**Run 1: floorplan with the power grid**

Pins as bars on the die edge. Tap cells in gray.
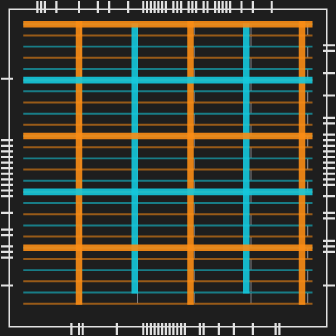
**Run 1: placement by cell class**

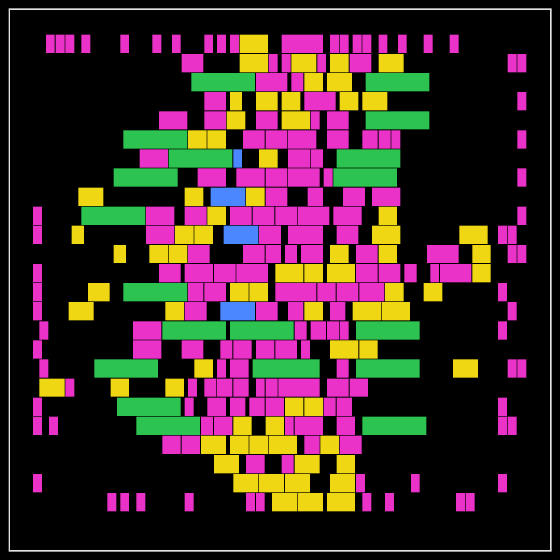
**Run 1: routed clock nets over the placement**

Bar = 20 microns.
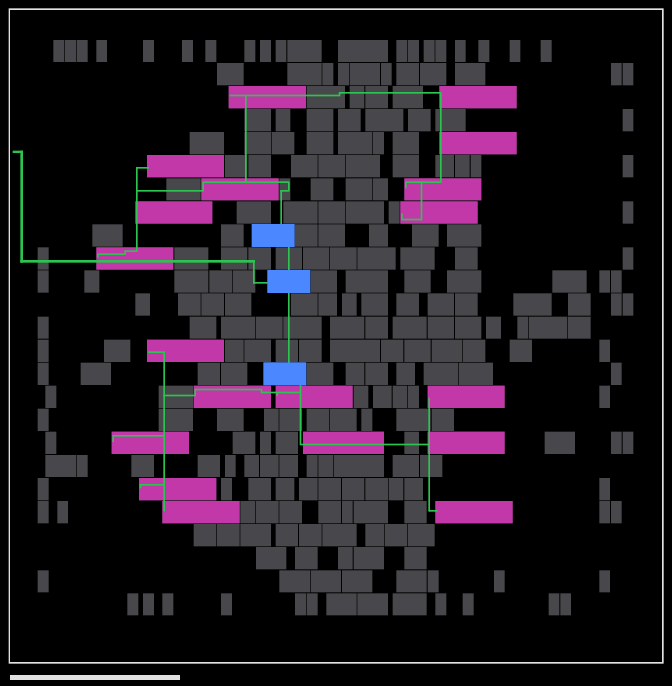
===== src/rtl/hazard_pkg.sv =====
// hazard_pkg: shared types and constants for the decode-stage hazard controller.
//   FWD_* : 2-bit operand-mux select encodings (RF, EXE, MEM, WB).
//   slot_t: shadow copy of one in-flight destination tag {v, waddr, ld}.
package hazard_pkg;

  localparam int unsigned DEF_ADDR_W = 5;

  localparam logic [1:0] FWD_RF  = 2'd0;
  localparam logic [1:0] FWD_EXE = 2'd1;
  localparam logic [1:0] FWD_MEM = 2'd2;
  localparam logic [1:0] FWD_WB  = 2'd3;

  typedef struct packed {
    logic                  v;
    logic [DEF_ADDR_W-1:0] waddr;
    logic                  ld;
  } slot_t;

endpackage


===== src/rtl/hazard_src_match.sv =====
// hazard_src_match: compares one decode source address against the EXE, MEM
// and WB tag slots and picks the youngest matching producer.
//   src_use/src_addr : source read enable and register address
//   exe_slot         : full EXE slot (its ld bit drives the load-use flag)
//   mem_v/mem_waddr  : MEM slot tag
//   wb_v/wb_waddr    : WB slot tag
//   sel_c            : forwarding select (FWD_RF/EXE/MEM/WB), combinational
//   exe_ld_c         : source is produced by a load still in EXE, combinational
module hazard_src_match
  import hazard_pkg::*;
(
  input  logic                  src_use,
  input  logic [DEF_ADDR_W-1:0] src_addr,
  input  slot_t                 exe_slot,
  input  logic                  mem_v,
  input  logic [DEF_ADDR_W-1:0] mem_waddr,
  input  logic                  wb_v,
  input  logic [DEF_ADDR_W-1:0] wb_waddr,
  output logic [1:0]            sel_c,
  output logic                  exe_ld_c
);

  logic src_live;
  logic hit_exe;
  logic hit_mem;
  logic hit_wb;

  // r0 and unread sources never match anything
  assign src_live = src_use && (src_addr != '0);
  assign hit_exe  = src_live && exe_slot.v && (exe_slot.waddr == src_addr);
  assign hit_mem  = src_live && mem_v && (mem_waddr == src_addr);
  assign hit_wb   = src_live && wb_v && (wb_waddr == src_addr);

  // Youngest producer wins
  always_comb begin
    sel_c    = FWD_RF;
    exe_ld_c = 1'b0;
    if (hit_exe) begin
      sel_c    = FWD_EXE;
      exe_ld_c = exe_slot.ld;
    end else if (hit_mem) begin
      sel_c = FWD_MEM;
    end else if (hit_wb) begin
      sel_c = FWD_WB;
    end
  end

endmodule


===== src/rtl/hazard_ctrl.sv =====
// hazard_ctrl: decode-stage operand hazard controller for the 5-stage LA32R
// pipeline. Shadows the destination tags in the EXE/MEM/WB slots, selects the
// forwarding source for both decode read ports and raises the decode stall.
// Optional build macro: HAZARD_PERF_EN (stall / load-use event counters).
// Ports:
//   clk, reset                      : clock, asynchronous active-high reset
//   ds_valid, ds_raddr1/2, ds_use1/2: decode instruction and its sources
//   ds_rf_we, ds_waddr, ds_is_load  : decode instruction's destination
//   es_allow_in                     : EXE can accept
//   es_to_ms_fire, ms_to_ws_fire    : pipeline hand-offs this cycle
//   ws_retire                       : WB writes back and leaves
//   stall, ds_fire                  : decode hold / decode issues (comb)
//   fwd_sel1, fwd_sel2              : operand-mux selects (comb)
//   stall_cycles, load_use_events   : perf counters (0 unless HAZARD_PERF_EN)
module hazard_ctrl
  import hazard_pkg::*;
#(
  parameter int unsigned ADDR_W = DEF_ADDR_W,
  parameter int unsigned WB_FWD = 1,
  parameter int unsigned PERF_W = 32
) (
  input  logic              clk,
  input  logic              reset,
  input  logic              ds_valid,
  input  logic [ADDR_W-1:0] ds_raddr1,
  input  logic [ADDR_W-1:0] ds_raddr2,
  input  logic              ds_use1,
  input  logic              ds_use2,
  input  logic              ds_rf_we,
  input  logic [ADDR_W-1:0] ds_waddr,
  input  logic              ds_is_load,
  input  logic              es_allow_in,
  input  logic              es_to_ms_fire,
  input  logic              ms_to_ws_fire,
  input  logic              ws_retire,
  output logic              stall,
  output logic              ds_fire,
  output logic [1:0]        fwd_sel1,
  output logic [1:0]        fwd_sel2,
  output logic [PERF_W-1:0] stall_cycles,
  output logic [PERF_W-1:0] load_use_events
);

  slot_t exe_q, exe_d;
  slot_t mem_q, mem_d;
  slot_t wb_q,  wb_d;

  logic exe_ld1;
  logic exe_ld2;
  logic load_use_c;
  logic wb_block_c;
  logic unused_wb_ld;

  hazard_src_match u_match1 (
    .src_use   (ds_use1),
    .src_addr  (DEF_ADDR_W'(ds_raddr1)),
    .exe_slot  (exe_q),
    .mem_v     (mem_q.v),
    .mem_waddr (mem_q.waddr),
    .wb_v      (wb_q.v),
    .wb_waddr  (wb_q.waddr),
    .sel_c     (fwd_sel1),
    .exe_ld_c  (exe_ld1)
  );

  hazard_src_match u_match2 (
    .src_use   (ds_use2),
    .src_addr  (DEF_ADDR_W'(ds_raddr2)),
    .exe_slot  (exe_q),
    .mem_v     (mem_q.v),
    .mem_waddr (mem_q.waddr),
    .wb_v      (wb_q.v),
    .wb_waddr  (wb_q.waddr),
    .sel_c     (fwd_sel2),
    .exe_ld_c  (exe_ld2)
  );

  // WB-only matches block decode when the register file is not write-through
  assign load_use_c = ds_valid && (exe_ld1 || exe_ld2);
  assign wb_block_c = (WB_FWD == 0) && ((fwd_sel1 == FWD_WB) || (fwd_sel2 == FWD_WB));
  assign stall      = load_use_c || (ds_valid && wb_block_c);
  assign ds_fire    = ds_valid && !stall && es_allow_in;

  // The WB tag is never consumed as a load; its ld bit only rides along
  assign unused_wb_ld = wb_q.ld;

  // Slot shifts; every slot reads pre-edge values, so simultaneous shifts
  // neither drop nor duplicate a tag
  always_comb begin
    exe_d = exe_q;
    mem_d = mem_q;
    wb_d  = wb_q;

    if (ds_fire) begin
      exe_d.v     = ds_rf_we && (ds_waddr != '0);
      exe_d.waddr = DEF_ADDR_W'(ds_waddr);
      exe_d.ld    = ds_is_load;
    end else if (es_to_ms_fire) begin
      exe_d.v = 1'b0;
    end

    if (es_to_ms_fire) begin
      mem_d = exe_q;
    end else if (ms_to_ws_fire) begin
      mem_d.v = 1'b0;
    end

    if (ms_to_ws_fire) begin
      wb_d = mem_q;
    end else if (ws_retire) begin
      wb_d.v = 1'b0;
    end
  end

  always_ff @(posedge clk or posedge reset) begin
    if (reset) begin
      exe_q <= '0;
      mem_q <= '0;
      wb_q  <= '0;
    end else begin
      exe_q <= exe_d;
      mem_q <= mem_d;
      wb_q  <= wb_d;
    end
  end

`ifdef HAZARD_PERF_EN
  logic [PERF_W-1:0] stall_cycles_q, stall_cycles_d;
  logic [PERF_W-1:0] lu_events_q, lu_events_d;
  logic              load_use_q, load_use_d;

  // Wrapping counters; load-use events count rising edges only
  always_comb begin
    stall_cycles_d = stall_cycles_q;
    lu_events_d    = lu_events_q;
    load_use_d     = load_use_c;
    if (stall) begin
      stall_cycles_d = stall_cycles_q + PERF_W'(1);
    end
    if (load_use_c && !load_use_q) begin
      lu_events_d = lu_events_q + PERF_W'(1);
    end
  end

  always_ff @(posedge clk or posedge reset) begin
    if (reset) begin
      stall_cycles_q <= '0;
      lu_events_q    <= '0;
      load_use_q     <= 1'b0;
    end else begin
      stall_cycles_q <= stall_cycles_d;
      lu_events_q    <= lu_events_d;
      load_use_q     <= load_use_d;
    end
  end

  assign stall_cycles    = stall_cycles_q;
  assign load_use_events = lu_events_q;
`else
  assign stall_cycles    = '0;
  assign load_use_events = '0;
`endif

endmodule


===== config.mk =====
export PLATFORM = sky130hd
export DESIGN_NAME = hazard_ctrl
export DESIGN_NICKNAME = d
export VERILOG_FILES = /design/src/rtl/hazard_pkg.sv /design/src/rtl/hazard_src_match.sv /design/src/rtl/hazard_ctrl.sv
export SDC_FILE = /design/constraint.sdc
export NUM_CORES = 1
export LEC_CHECK = 0
export CORE_MARGIN = 3
export CORE_UTILIZATION = 36
export DETAILED_ROUTE_END_ITERATION = 10
export PLACE_DENSITY = 0.77
export SLEW_MARGIN = 20
export SYNTH_ARGS = -nofsm -noshare
export SYNTH_HDL_FRONTEND = slang
export SYNTH_SLANG_ARGS = --single-unit
export TNS_END_PERCENT = 1

===== constraint.sdc =====
create_clock -name clk -period 2 [get_ports clk]
set_clock_uncertainty 0.15 [all_clocks]
set_input_delay 0.4 -clock clk [delete_from_list [all_inputs] [get_ports clk]]
set_output_delay 0.4 -clock clk [all_outputs]
set_load 0.02 [all_outputs]

==> results.txt, run 1 <==
Notes on the flow outputs.

- The total die size is 5920 sq um.
- The global-route wire length before repair is between 6000 and 7000 microns.
- The arrival time reported for the critical path endpoint reads roughly 1.9 ns.
- The synthesis log from Yosys contains 0 warnings.
- The yosys synthesis chip area reads between 1500 and 2000 sq um.
- For this run, global-route usage on met2 was measured as 0.264.
- The total of max-cap violations is 0.
- The share of total power in sequential cells reads 0.388.
- The reg-to-reg endpoint is exe_q[2].
- The number of different library cells in the post-synthesis netlist reads 33.
- Per the cell usage report, the commonest logic cell in the layout is sky130_fd_sc_hd__conb_1.
- The first detailed-routing pass took 4 iterations.
- The area fraction of the largest cell type after synthesis is 0.265.
- Per the layout area report, the register area comes to between 400 and 500 sq um.
- Counting the buffers created by CTS gives 3.
- The highest-utilization routing layer at the global route stage reads met2.
- The count of final max-slew check failures reads 0.
- According to the timing report, the data required time at the worst endpoint equals around 1.5 ns.
- The global routing report lists met1 layer usage as 0.170.
- Setup repair after global routing could not meet its margin everywhere.
- Once synthesis finished, the tally of register bits stood at 19.
- The mean routed wirelength per cell is around 13 microns.
- The maximum root-to-sink buffer count reads 2.
- The maximum number of pins on one net before global-route repair is 20.
- The area after detailed placement is 2270 sq um.
- The mean area per synthesized cell reads 9.01 sq um.
- By instance count after routing, the leading logic cell types are sky130_fd_sc_hd__conb_1, sky130_fd_sc_hd__buf_4, sky130_fd_sc_hd__xor2_1.
- The global router's overall resource usage reads 0.144.
- The area growth from synthesis to layout reads 31.2%.
- Dividing the final minimum period by the clock period gives 1.24.
- The global routing usage on met3 is 0.0211.
- The cell count after synthesis reads 201.
- The run finished, with violations left.
- The kind of start point of the critical path is an input pin.
- Of the synthesized area, sequential elements account for 0.263.
- The delay of the slowest cell on the worst path is 0.50 ns.
- The power consumption is 1.44 mW.
- For reference, the critical path cell chain is clkdlybuf4s15_2 > or4_4 > o21ai_4 > nand4b_1 > nand2_2 > buf_4 > a21oi_4 > buf_6.
- The switching fraction of total power is 0.381.
- Detailed-route iteration 0 reported a violation count of ~100.
- The count of filler cells inserted in the layout reads about 450.
- The slowest stage of the critical path is the sky130_fd_sc_hd__or4_4 cell.
- The mapped netlist covers 1810 sq um.
- The detailed placer reported the number of placed instances as between 300 and 400.
- For reference, the top cells by area after synthesis are sky130_fd_sc_hd__buf_4, sky130_fd_sc_hd__dfrtp_1, sky130_fd_sc_hd__xor2_1, sky130_fd_sc_hd__mux2_2, sky130_fd_sc_hd__xnor2_1.
- The count of final hold-check violations is 0.
- The post-layout utilization of the core is 0.496.
- Along the worst path, the maximum fanout reaches 3.
- The number of antenna violations at the first check in global routing came to 0.
- The worst-case register-to-register setup slack is -0.01 ns.
- The number of sinks handled by clock tree synthesis is 19.
- The number of global-route vias before repair reads around 1500.
- Of the total power, combinational logic draws 0.427.
- The site row count reads 25.
- The top cell type by total area after synthesis reads sky130_fd_sc_hd__buf_4.
- Timing would allow up to between 0.4 and 0.5 GHz.
- In the final layout, the share of cells above drive strength 1 is 0.310.
- The number of antenna cells inserted reads 0.
- For this run the detailed placement stage logged an HPWL of roughly 3700 microns.
- The least setup slack across all paths after layout is -0.479 ns.
- The final-report setup violation count is 8.
- The total overflow left after global routing is 0.
- The internal portion of the total power is slightly below 900 uW.
- The synthesis report names the predominant flop master as sky130_fd_sc_hd__dfrtp_1.
- For reference, the most critical setup path is categorized as in2out.
- The family of cells with the greatest summed delay on the critical path is simple AND/OR/NAND/NOR gates.
- The async set-or-reset flop fraction in the synthesized netlist is 1.00.
- The path length in cells of the critical path is 8.
- According to the timing report, the critical path is captured at ds_fire.
- The final reports fail on negative setup slack.
- The combined area of the multi-input logic cells is 1130 sq um.
- The initial standard-cell utilization of the core reads 0.378.
- The number of synthesized flops with an enable pin reads 0.
- CTS built an H-tree with a depth of 1.
- The tool warning count is 29.
- The startpoint of the worst register-to-register path reads exe_q[5].
- The total buffers and inverters traversed by the critical path is 3.
- Per the detail_route report, the via count comes to ~1500.
- Yosys stat counts about 200 cells in the synthesized netlist.
- The number of port buffers reads 31.
- The routed layout reports a DRC error count of 0.
- Measured in cells, the most critical reg-to-reg path has a length of 8.
- Per the gpl log, the routability congestion estimate is around 0.92.
- Once layout is complete, the cells apart from fillers number 338.
- The clock tree root buffer cell reads sky130_fd_sc_hd__clkbuf_8.
- The final instance area reads between 2000 and 2500 sq um.
- The count of nets after finishing reads just under 300.
- Per the summary, power density relative to cell area is slightly above 600 nW/um^2.
- The kind of end point of the critical path reads an output pin.
- The via count normalized by instance count is approximately 4.3.
- The kind of path behind the tightest hold check reads in2async.
- The reported net switching power reads 547 uW.
- The leakage power of the design reads approximately 1.1 nW.
- The remaining antenna violation count reads 0.
- The shortest period the worst path allows reads about 2.5 ns.
- The final hold slack is about 0.32 ns.
About 'floorplan with the power grid':
color	net
orange	VSS
cyan	VDD
met5 straps	5
signal pins	96
met1 rails	26
tap cells	67
rows	25
die x size: 76.9 microns
Die Ht: 76.9 microns
area of the placeable core: 4790 sq um
largest voltage drop on the vdd net: 255 uV

About 'placement by cell class':
color	class	cells	share of their area
blue	clock drivers and dummy loads	4	2.0%
yellow	remaining buffers and delay cells	73	28%
magenta	combinational and other logic	175	50%
green	sequential cells	19	21%

About 'routed clock nets over the placement':
[magenta] flip-flops | count: 19
[blue] clock drivers | count: 3
[green] clock wires | length: 258 microns
routed clock nets	4
clk pwr: 266 uW
proportion of power drawn by the clock network: 0.185
clk ins delay skew pair: 0.25 ns

[run 1: per-layer routing]
layer	wire, microns	up-vias	share of wire
met4	55	0	0.012
met2	2370	61	0.53
met5	0	-	0
met1	1760	691	0.40
met3	262	6	0.059
li1	-	709	-
[run 1: sequential cells by signal, indices dropped and copies added (netlist names)]
name,cells
exe_q,7
mem_q,6
wb_q,6
[run 1: Yosys cell counts (2+ instances only)]
master / instances
sky130_fd_sc_hd__dfrtp_1: 19
sky130_fd_sc_hd__xor2_1: 24
sky130_fd_sc_hd__inv_1: 2
sky130_fd_sc_hd__xnor2_1: 6
sky130_fd_sc_hd__a211oi_1: 2
sky130_fd_sc_hd__o21ai_0: 2
sky130_fd_sc_hd__o31ai_1: 2
sky130_fd_sc_hd__nand4b_1: 2
sky130_fd_sc_hd__nand2_1: 8
sky130_fd_sc_hd__buf_4: 64
sky130_fd_sc_hd__nor2_1: 4
sky130_fd_sc_hd__or4_1: 3
sky130_fd_sc_hd__o211ai_1: 5
sky130_fd_sc_hd__nand4_1: 5
sky130_fd_sc_hd__a22o_1: 2
sky130_fd_sc_hd__clkbuf_1: 6
sky130_fd_sc_hd__nor4_1: 6
sky130_fd_sc_hd__mux2_2: 10
sky130_fd_sc_hd__nand3_1: 6
sky130_fd_sc_hd__a21oi_1: 6
sky130_fd_sc_hd__nor3b_1: 5
[run 1: power groups by stage]
stage / sequential (mW) / combinational [mW] / clock (mW)
floorplan: 0.538 / 0.447 / 0
global placement: 0.556 / 0.566 / 0
detailed placement: 0.562 / 0.585 / 0
CTS: 0.555 / 0.595 / 0.269
global route: 0.567 / 0.662 / 0.296
finish: 0.557 / 0.612 / 0.266
[run 1: worst reg2reg max path, stage by stage, from the launching register on]
cell and delay (ns):
sky130_fd_sc_hd__dfrtp_1 0.44, sky130_fd_sc_hd__xor2_1 0.16, sky130_fd_sc_hd__nor4_1 0.31, sky130_fd_sc_hd__buf_4 0.17, sky130_fd_sc_hd__and4b_1 0.25, sky130_fd_sc_hd__buf_6 0.12
sky130_fd_sc_hd__nor2_2 0.03, sky130_fd_sc_hd__buf_6 0.12, sky130_fd_sc_hd__o211ai_1 0.17
[run 1: cell families after synthesis]
logic type / after synthesis / synth area share
AND-OR/OR-AND: 23 / 0.0912
XOR/XNOR: 30 / 0.145
buffers and inverters: 72 / 0.282
flip-flops: 19 / 0.263
multiplexers: 10 / 0.0622
other: 1 / 0.00207
AND/OR/NAND/NOR: 46 / 0.155
[run 1: metrics by stage]
step	setup TNS (ns)	worst slack (ns)
2_1_floorplan	-1.53	-0.268
3_3_place_gp	-11.13	-1.17
3_5_place_dp	-11.50	-1.21
4_1_cts	-2.70	-0.466
5_1_grt	-3.80	-0.577
6_report	-2.73	-0.479
[run 1: timing repair]
action / in CTS / in global routing
setup buffers: 2 / 2
hold buffers: 0 / 0
endpoints found under the setup margin: 13 / 13
pin swaps: 20 / 13
resized: 73 / 4
[run 1: final cells by class]
type                            count  area share
Multi-Input combinational cell    173       0.477
Timing Repair Buffer               73       0.265
Sequential cell                    19       0.201
Tap cell                           67      0.0353
Clock buffer                        4      0.0190
Inverter                            2     0.00316
==> run 2: changes to the inputs <==
--- a/config.mk
+++ b/config.mk
@@ -5,10 +5,12 @@
 export SDC_FILE = /design/constraint.sdc
 export NUM_CORES = 1
 export LEC_CHECK = 0
+export CELL_PAD_IN_SITES_DETAIL_PLACEMENT = 1
+export CELL_PAD_IN_SITES_GLOBAL_PLACEMENT = 2
 export CORE_MARGIN = 3
-export CORE_UTILIZATION = 36
+export CORE_UTILIZATION = 20
 export DETAILED_ROUTE_END_ITERATION = 10
-export PLACE_DENSITY = 0.77
+export PLACE_DENSITY_LB_ADDON = 0.1
 export SLEW_MARGIN = 20
 export SYNTH_ARGS = -nofsm -noshare
 export SYNTH_HDL_FRONTEND = slang
**Run 2: wiring by layer**

Bar = 20 microns.
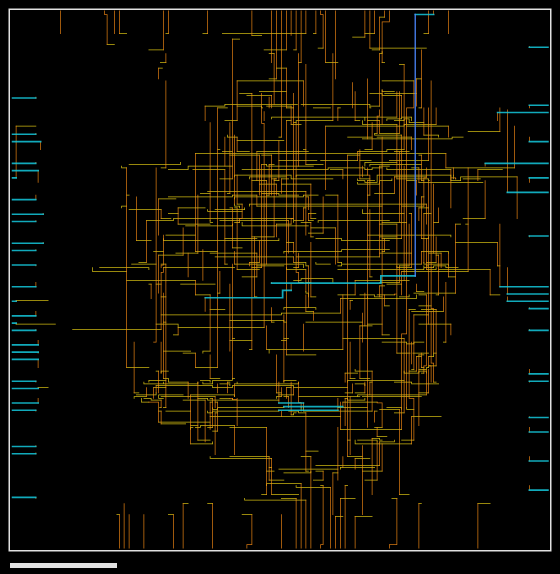
color	layer	wire length
cyan	metal 3	287 microns
blue	metal 4	49.0 microns
yellow	metal 1	2190 microns
orange	metal 2	2700 microns

==> run 2 against run 1 <==
  * The flow still finishes with violations (negative setup slack)
  * Clock power is essentially flat
  * Design area rose by 5.6%
  * Wire length increased by 18%
  * Maximum frequency barely moved
  * Via count is 2.1% higher
  * Die area up 73%
  * Largest power group unchanged
  * Sequential power down 1%
==> results.txt, run 2 <==
Notes on the flow outputs.

- The flow ran to the end, but the final reports show violations.
- The checks that failed: negative setup slack.
- The sequential-to-total area share from yosys stat is 0.263.
- The count of final hold-check violations is 0.
- For this run, the number of standard cells in the final layout without fillers is roughly 380.
- The most flop-heavy register reads exe_q.
- Clock tree synthesis found a total of 19 sinks.
- By instance count, the leading cell after synthesis is sky130_fd_sc_hd__buf_4.
- TritonCTS built the clock tree.
- The area share of the leading cell type in the synthesized netlist reads 0.265.
- The Yosys warning count is 0.
- The area growth from synthesis to layout reads 38.6%.
- The total grt overflow reads 0.
- 0 antenna diodes ended up in the layout.
- The path class of the tightest hold or removal check is in2async.
- The maximum root-to-sink buffer count is 2.
- The clock reaches the later pin of the worst-skew pair after 0.25 ns.
- The number of CTS-inserted buffers is 3.
- The highest clock rate this design can be run at is 0.404 GHz.
- The registers reported with the highest flop counts are exe_q x7, mem_q x6, wb_q x6.
- Yosys reports that the most numerous cell types are sky130_fd_sc_hd__buf_4, sky130_fd_sc_hd__xor2_1, sky130_fd_sc_hd__dfrtp_1, sky130_fd_sc_hd__mux2_2, sky130_fd_sc_hd__nand2_1.
- The mean routed wirelength per cell is 13.6 microns.
- Once layout is done, the placed cells without fillers occupy between 2000 and 3000 sq um.
- The site row count is 34.
- The tightest hold path in the finished design has a slack of about 0.32 ns.
- The I/O pin count is around 96.
- The first detailed-routing pass ran for 4 iterations.
- After detailed routing, the number of vias per cell comes to 3.90.
- The number of synthesized flops with an enable pin is 0.
- The commonest register cell is sky130_fd_sc_hd__dfrtp_1.
- In this run the horizontal extent of the chip is ~100 microns.
- The tool warning count reads 29.
- The number of global-route vias before repair reads between 1500 and 2000.
- The reg-to-reg endpoint is exe_q[6].
- The count of filler cells inserted in the layout is roughly 1000.
- The required time at the worst endpoint is listed as roughly 1.5 ns.
- The count of final max-slew check failures is 0.
- The storage element area is approximately 480 sq um.
- The number of port buffers reads 31.
- In the synthesized netlist, the number of instances is 201.
- The count of nets after finishing is between 300 and 400.
- The post-synth design cell area is roughly 1800 sq um.
- Per the post-synthesis stats, the area per cell is approximately 9 sq um.
- The kind of end point of the critical path is an output pin.
- The total die size is slightly above 10000 sq um.
- The number of different library cells in the post-synthesis netlist reads 33.
- The number of flip-flops in the largest register is 7.
- The shortest period the worst path allows is ~2.5 ns.
- The ratio of total power to cell area is roughly 580 nW/um^2.
- The area after detailed placement reads 2360 sq um.
- The worst-case register-to-register setup slack is -0.12 ns.
- The H-tree depth reads 1.
- The count of cells along the worst register-to-register path is 9.
- The first global-routing pass estimated between 8000 and 9000 microns of wire.
- The core footprint is ~9000 sq um.
- The remaining antenna violation count reads 0.
- The setup TNS after final layout is -3.25 ns.
- Across the VDD grid, the largest voltage drop is between 200 and 250 uV.
- The global router's overall resource usage is 0.102.
- Yosys reported that registers with async set or reset make up 1.00.
- The instance count after placement with tap cells included is approximately 380.
- The DRC marker count from the first detailed-route iteration reads 30.
- The flop and latch count out of synthesis is 19.
- The final-report setup violation count is 12.
- The top cell type by total area after synthesis is sky130_fd_sc_hd__buf_4.
- The script parses the final routing iteration and logs DRC violations as 0.
- The tree is rooted in a sky130_fd_sc_hd__clkbuf_8.
- The placement summary gives the final routability congestion estimate as between 0.7 and 0.8.
- Detailed placement ended at an HPWL of between 4000 and 5000 microns.
- The script extracted a total leakage power of 1.14 nW.
- The die height reads 101 microns.
- The multi-input combinational cells in the finished layout cover a total of 1170 sq um.
- Per the post-CTS timing run, clock transition at the registers of the reported paths is ~0.070 ns.
- The number of cell instances after yosys synthesis is around 200.
- According to the timing report, the arrival time at the worst endpoint equals 1.93 ns.
- The layout cell share with drive strength beyond 1 reads 0.344.
- The maximum number of pins on one net before global-route repair is 20.
- Setup repair after global routing could not meet its margin everywhere.
- The number of antenna violations at the first check in global routing reads 0.
- The overall via count from detail_route reads 1498.
- The yosys synthesis chip area is between 1500 and 2000 sq um.
- The post-layout utilization of the core reads 0.286.
- The most common logic cell in the routed design reads sky130_fd_sc_hd__conb_1.
- The initial utilization of the core area, before any placement, comes to 0.207.
- Of all nets on the critical path, the largest fanout is 3.
- The least setup slack across all paths after layout is -0.477 ns.
- By area the synthesized netlist is led by sky130_fd_sc_hd__buf_4, sky130_fd_sc_hd__dfrtp_1, sky130_fd_sc_hd__xor2_1, sky130_fd_sc_hd__mux2_2, sky130_fd_sc_hd__xnor2_1.
- In the post-route report, total wirelength is listed as approximately 5200 microns.
- The startpoint of the worst register-to-register path reads exe_q[2].
- Of the available clock period, the critical path in the final layout requires 1.24.
- The total of max-cap violations reads 0.
- The most common logic cells in the final layout are sky130_fd_sc_hd__conb_1, sky130_fd_sc_hd__buf_4, sky130_fd_sc_hd__xor2_1.
- The kind of start point of the critical path is a register.
- The critical path class is reg2out.
run 2: final cells by class:
class                           instances  area share
Clock buffer                            4      0.0179
Timing Repair Buffer                   78       0.270
Multi-Input combinational cell        173       0.465
Tap cell                              108      0.0538
Sequential cell                        19       0.190
Inverter                                2     0.00299
run 2: worst max path at each step:
stage / startpoint / end / depth (start not counted)
finish: wb_q[5] / fwd_sel1[0] / 6
floorplan: ds_raddr1[0] / ds_fire / 5
global route: exe_q[2] / fwd_sel1[0] / 7
detailed placement: ds_raddr1[3] / fwd_sel1[0] / 8
CTS: exe_q[4] / fwd_sel1[0] / 7
global placement: ds_raddr2[3] / fwd_sel2[0] / 7
run 2: worst max-delay path: stages (launching register included):
cell,delay (ns)
sky130_fd_sc_hd__dfrtp_1,0.42
sky130_fd_sc_hd__xor2_1,0.19
sky130_fd_sc_hd__nor4_2,0.37
sky130_fd_sc_hd__buf_4,0.19
sky130_fd_sc_hd__nand3_4,0.08
sky130_fd_sc_hd__o31ai_4,0.25
sky130_fd_sc_hd__buf_4,0.17
run 2: logic make-up (layout without fill, tap and decap cells):
logic type	count (synthesis)	after routing	synth area share
muxes	10	10	0.0622
buffers and inverters	72	84	0.282
DFF	19	19	0.263
AOI/OAI and AO/OA	23	23	0.0912
other	1	64	0.00207
xor gates and xnor gates	30	30	0.145
and+or+nand+nor	46	46	0.155
run 2: through the flow:
step | power, mW | setup slack (ns)
2_1_floorplan | 0.986 | -0.268
3_3_place_gp | 1.18 | -1.37
4_1_cts | 1.47 | -0.484
5_1_grt | 1.57 | -0.545
3_5_place_dp | 1.18 | -1.36
6_report | 1.46 | -0.477
run 2: power by group:
| part | total (mW) | leakage, nW | switching, mW | internal [mW] |
|---|---|---|---|---|
| clock | 0.264 | 0.0228 | 0.122 | 0.141 |
| sequential | 0.551 | 0.226 | 0.0910 | 0.460 |
| combinational | 0.646 | 0.887 | 0.342 | 0.305 |
run 2: metal layers:
| layer | vias to the layer above | share of wire | GRT usage |
|---|---|---|---|
| met3 | 2 | 0.055 | 0.0152 |
| met5 | - | 0 | 0 |
| met1 | 723 | 0.42 | 0.125 |
| met2 | 56 | 0.52 | 0.189 |
| li1 | 717 | - | - |
| met4 | 0 | 0.0092 | 0.0215 |
run 2: what timing repair did:
| action | CTS | global route |
|---|---|---|
| hold buffers | 0 | 0 |
| pin swaps | 23 | 3 |
| setup endpoints to repair | 13 | 13 |
| gates resized | 90 | 6 |
| buffers inserted | 3 | 0 |
==> run 3: changes to the inputs <==
--- a/config.mk
+++ b/config.mk
@@ -9,6 +9,7 @@
 export CELL_PAD_IN_SITES_GLOBAL_PLACEMENT = 2
 export CORE_MARGIN = 3
 export CORE_UTILIZATION = 20
+export CTS_CLUSTER_DIAMETER = 200
 export DETAILED_ROUTE_END_ITERATION = 10
 export PLACE_DENSITY_LB_ADDON = 0.1
 export SLEW_MARGIN = 20
**Run 3: placement by cell class**

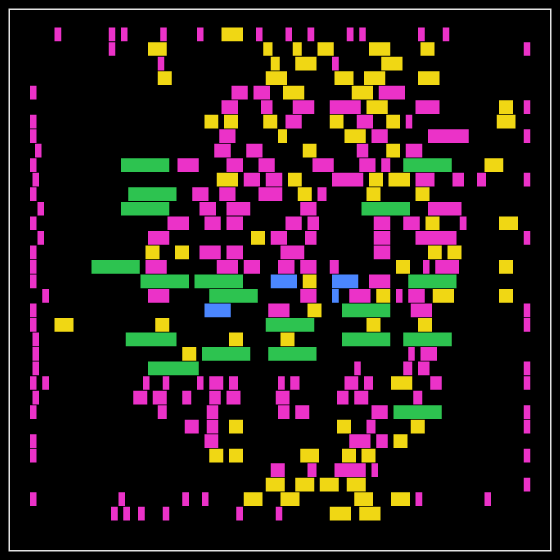
color	class	cells	share of their area
blue	clock drivers and dummy loads	4	1.9%
magenta	combinational and other logic	175	49%
green	sequential cells	19	20%
yellow	remaining buffers and delay cells	78	29%

==> run 3 against run 2 <==
  * The run still ends with negative setup slack left
  * Synthesized cell count stayed put
  * Sequential cell count is the same
  * Non-clock buffer count did not move
  * Hold slack did not move
  * Clock power barely moved
  * Wire length stayed put
  * Design area is the same
  * First-iteration DRC count did not move
  * Maximum frequency did not move
  * Largest cell class unchanged
  * Largest power group unchanged
  * Highest routed layer unchanged
==> results.txt, run 3 <==
Notes on the flow outputs.

- The least setup slack across all paths after layout reads -0.477 ns.
- The final-report setup violation count reads 12.
- The number of cell instances after yosys synthesis reads between 200 and 250.
- The synthesis stats list as the most numerous cell sky130_fd_sc_hd__buf_4.
- The mean area per synthesized cell reads 9.01 sq um.
- The cell count after synthesis reads between 200 and 250.
- The combined area of the multi-input logic cells is approximately 1200 sq um.
- The mean routed wirelength per cell reads 13.6 microns.
- The number of antenna violations at the first check in global routing is 0.
- The core footprint is 8760 sq um.
- In the layout the commonest cells are sky130_fd_sc_hd__conb_1, sky130_fd_sc_hd__buf_4, sky130_fd_sc_hd__xor2_1.
- The delay of the slowest cell on the worst path is 0.42 ns.
- Per the final layout report, the fraction of cells sized above drive strength 1 comes to 0.344.
- TritonRoute reported its final design rule violation total as 0.
- The total buffers and inverters traversed by the critical path is 2.
- The most common logic cell in the routed design is sky130_fd_sc_hd__conb_1.
- Sorting the synthesized cells by how often they occur yields sky130_fd_sc_hd__buf_4, sky130_fd_sc_hd__xor2_1, sky130_fd_sc_hd__dfrtp_1, sky130_fd_sc_hd__mux2_2, sky130_fd_sc_hd__nand2_1.
- After synthesis, the chip area reported by Yosys is 1810 sq um.
- The initialized floorplan defines 34 standard-cell rows.
- The final RePlAce weighted congestion reads around 0.74.
- The HPWL after detailed placement is between 4000 and 5000 microns.
- Total power normalized to cell area comes to between 500 and 600 nW/um^2.
- The area growth from synthesis to layout is 38.6%.
- The most flop-heavy register reads exe_q.
- The kind of end point of the critical path reads an output pin.
- Per the synth stats, the proportion of register bits with asynchronous set or reset is 1.00.
- The highest-delay cell along the critical path reads sky130_fd_sc_hd__dfrtp_1.
- For reference, the critical path cell chain is xor2_1 > nor4_2 > buf_4 > nand3_4 > o31ai_4 > buf_4.
- The CTS tree reads built.
- In this design, the critical path's most frequently occurring cell is sky130_fd_sc_hd__buf_4.
- The final report gives the core utilization as 0.286.
- Counting along the longest clock path gives a buffer depth of 2.
- The detailed router reported a total wirelength of 5230 microns.
- The clock latency reported for the late side of the worst-skew pair is between 0.2 and 0.3 ns.
- The largest registers in the layout are exe_q x7, mem_q x6, wb_q x6.
- The number of different library cells in the post-synthesis netlist is 33.
- The die span in x reads 101 microns.
- The run finished, with violations left.
- The total die size is between 10000 and 15000 sq um.
- The die height is around 100 microns.
- The maximum fanout count along the critical path is 3.
- The setup TNS after final layout is -3.25 ns.
- The instance count after placement with tap cells included is ~380.
- For reference, the final report shows the max-slew violation count at 0.
- Entering global routing, the biggest net connects 20 pins.
- The Yosys warning count reads 0.
- The kind of path behind the tightest hold check is in2async.
- The number of sinks handled by clock tree synthesis reads 19.
- The checks that failed: negative setup slack.
- The global router's overall resource usage reads 0.102.
- The H-tree depth reads 1.
- The number of global-route vias before repair is around 1600.
- The family of cells with the greatest summed delay on the critical path reads simple AND/OR/NAND/NOR gates.
- The overall via count from detail_route reads around 1500.
- The top cell type by total area after synthesis reads sky130_fd_sc_hd__buf_4.
- The number of flip-flops in the largest register reads 7.
- The critical path in this run is classified as reg2out.
- The storage element area reads 478 sq um.
- Summed over all cells, the static leakage comes to approximately 1.1 nW.
- The fraction of the cycle the final worst path needs reads 1.24.
- The post-synth design cell area is 1810 sq um.
- The logs give a warning total of 29.
==> run 3: cell counts after synthesis <==
Identical to the previous run, type by type.
==> run 3: per-layer routing <==
layer / vias to the layer above / share of wire / GRT usage
met3: 2 / 0.055 / 0.0152
met2: 56 / 0.52 / 0.189
li1: 717 / - / -
met4: 0 / 0.0092 / 0.0215
met1: 723 / 0.42 / 0.125
met5: - / 0 / 0
==> run 3: cells by family after synthesis <==
| family | count (synthesis) | share of synthesized area |
|---|---|---|
| buffers and inverters | 72 | 0.282 |
| AOI/OAI and AO/OA | 23 | 0.0912 |
| other | 1 | 0.00207 |
| and+or+nand+nor | 46 | 0.155 |
| muxes | 10 | 0.0622 |
| xor gates and xnor gates | 30 | 0.145 |
| DFF | 19 | 0.263 |
==> run 3: path summary, 6_finish.rpt <==
kind | from | end | depth (start not counted)
setup / recovery | wb_q[5] | fwd_sel1[0] | 6
hold / removal | reset | wb_q[1] | 3
setup reg to reg | exe_q[2] | exe_q[6] | 9
hold reg to reg | wb_q[3] | wb_q[3] | 1
max in group asynchronous | reset | exe_q[2] | 3
min in group clk | wb_q[3] | wb_q[3] | 1
==> run 3: layout make-up <==
type                            count  share of cell area
Tap cell                          108              0.0538
Inverter                            2             0.00299
Sequential cell                    19               0.190
Multi-Input combinational cell    173               0.465
Clock buffer                        4              0.0179
Timing Repair Buffer               78               0.270
==> run 3: stage by stage <==
step,cell area [sq um],hold WS [ns],setup WS (ns),power [mW]
6_report,2510,0.322,-0.477,1.46
4_1_cts,2480,0.332,-0.484,1.47
2_1_floorplan,2090,0.201,-0.268,0.986
3_5_place_dp,2360,0.425,-1.36,1.18
5_1_grt,2510,0.366,-0.545,1.57
3_3_place_gp,2360,0.414,-1.37,1.18
==> run 3: worst reg2reg max path, stage by stage, from the launching register on <==
cell	delay, ns
sky130_fd_sc_hd__dfrtp_2	0.44
sky130_fd_sc_hd__xor2_1	0.21
sky130_fd_sc_hd__nor4_2	0.07
sky130_fd_sc_hd__buf_4	0.14
sky130_fd_sc_hd__buf_4	0.12
sky130_fd_sc_hd__and4b_1	0.20
sky130_fd_sc_hd__buf_4	0.14
sky130_fd_sc_hd__buf_6	0.11
sky130_fd_sc_hd__or4_4	0.41
sky130_fd_sc_hd__nand3_1	0.08
==> run 3: timing repair <==
| item | CTS | global route |
|---|---|---|
| gates cloned | 0 | 0 |
| pin swaps | 23 | 3 |
| gates resized | 90 | 6 |
| setup buffers | 3 | 0 |
| setup endpoints to repair | 13 | 13 |
==> run 3: where the power goes <==
part	leakage (nW)	internal (mW)	switching [mW]
registers	0.226	0.460	0.0910
clock network	0.0228	0.141	0.122
logic	0.887	0.305	0.342

## Gallery

Track usage over the die.
image #1
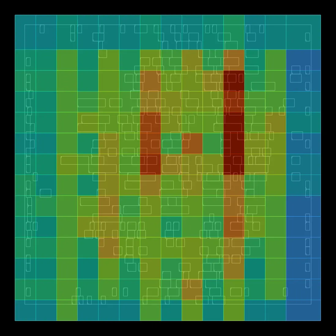
image #2
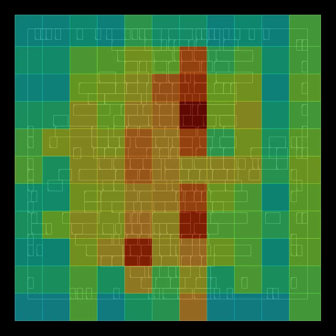
image #1 -> run 2
image #2 -> run 1

Power figures rest on the tool's default switching activity, not on a simulated workload.
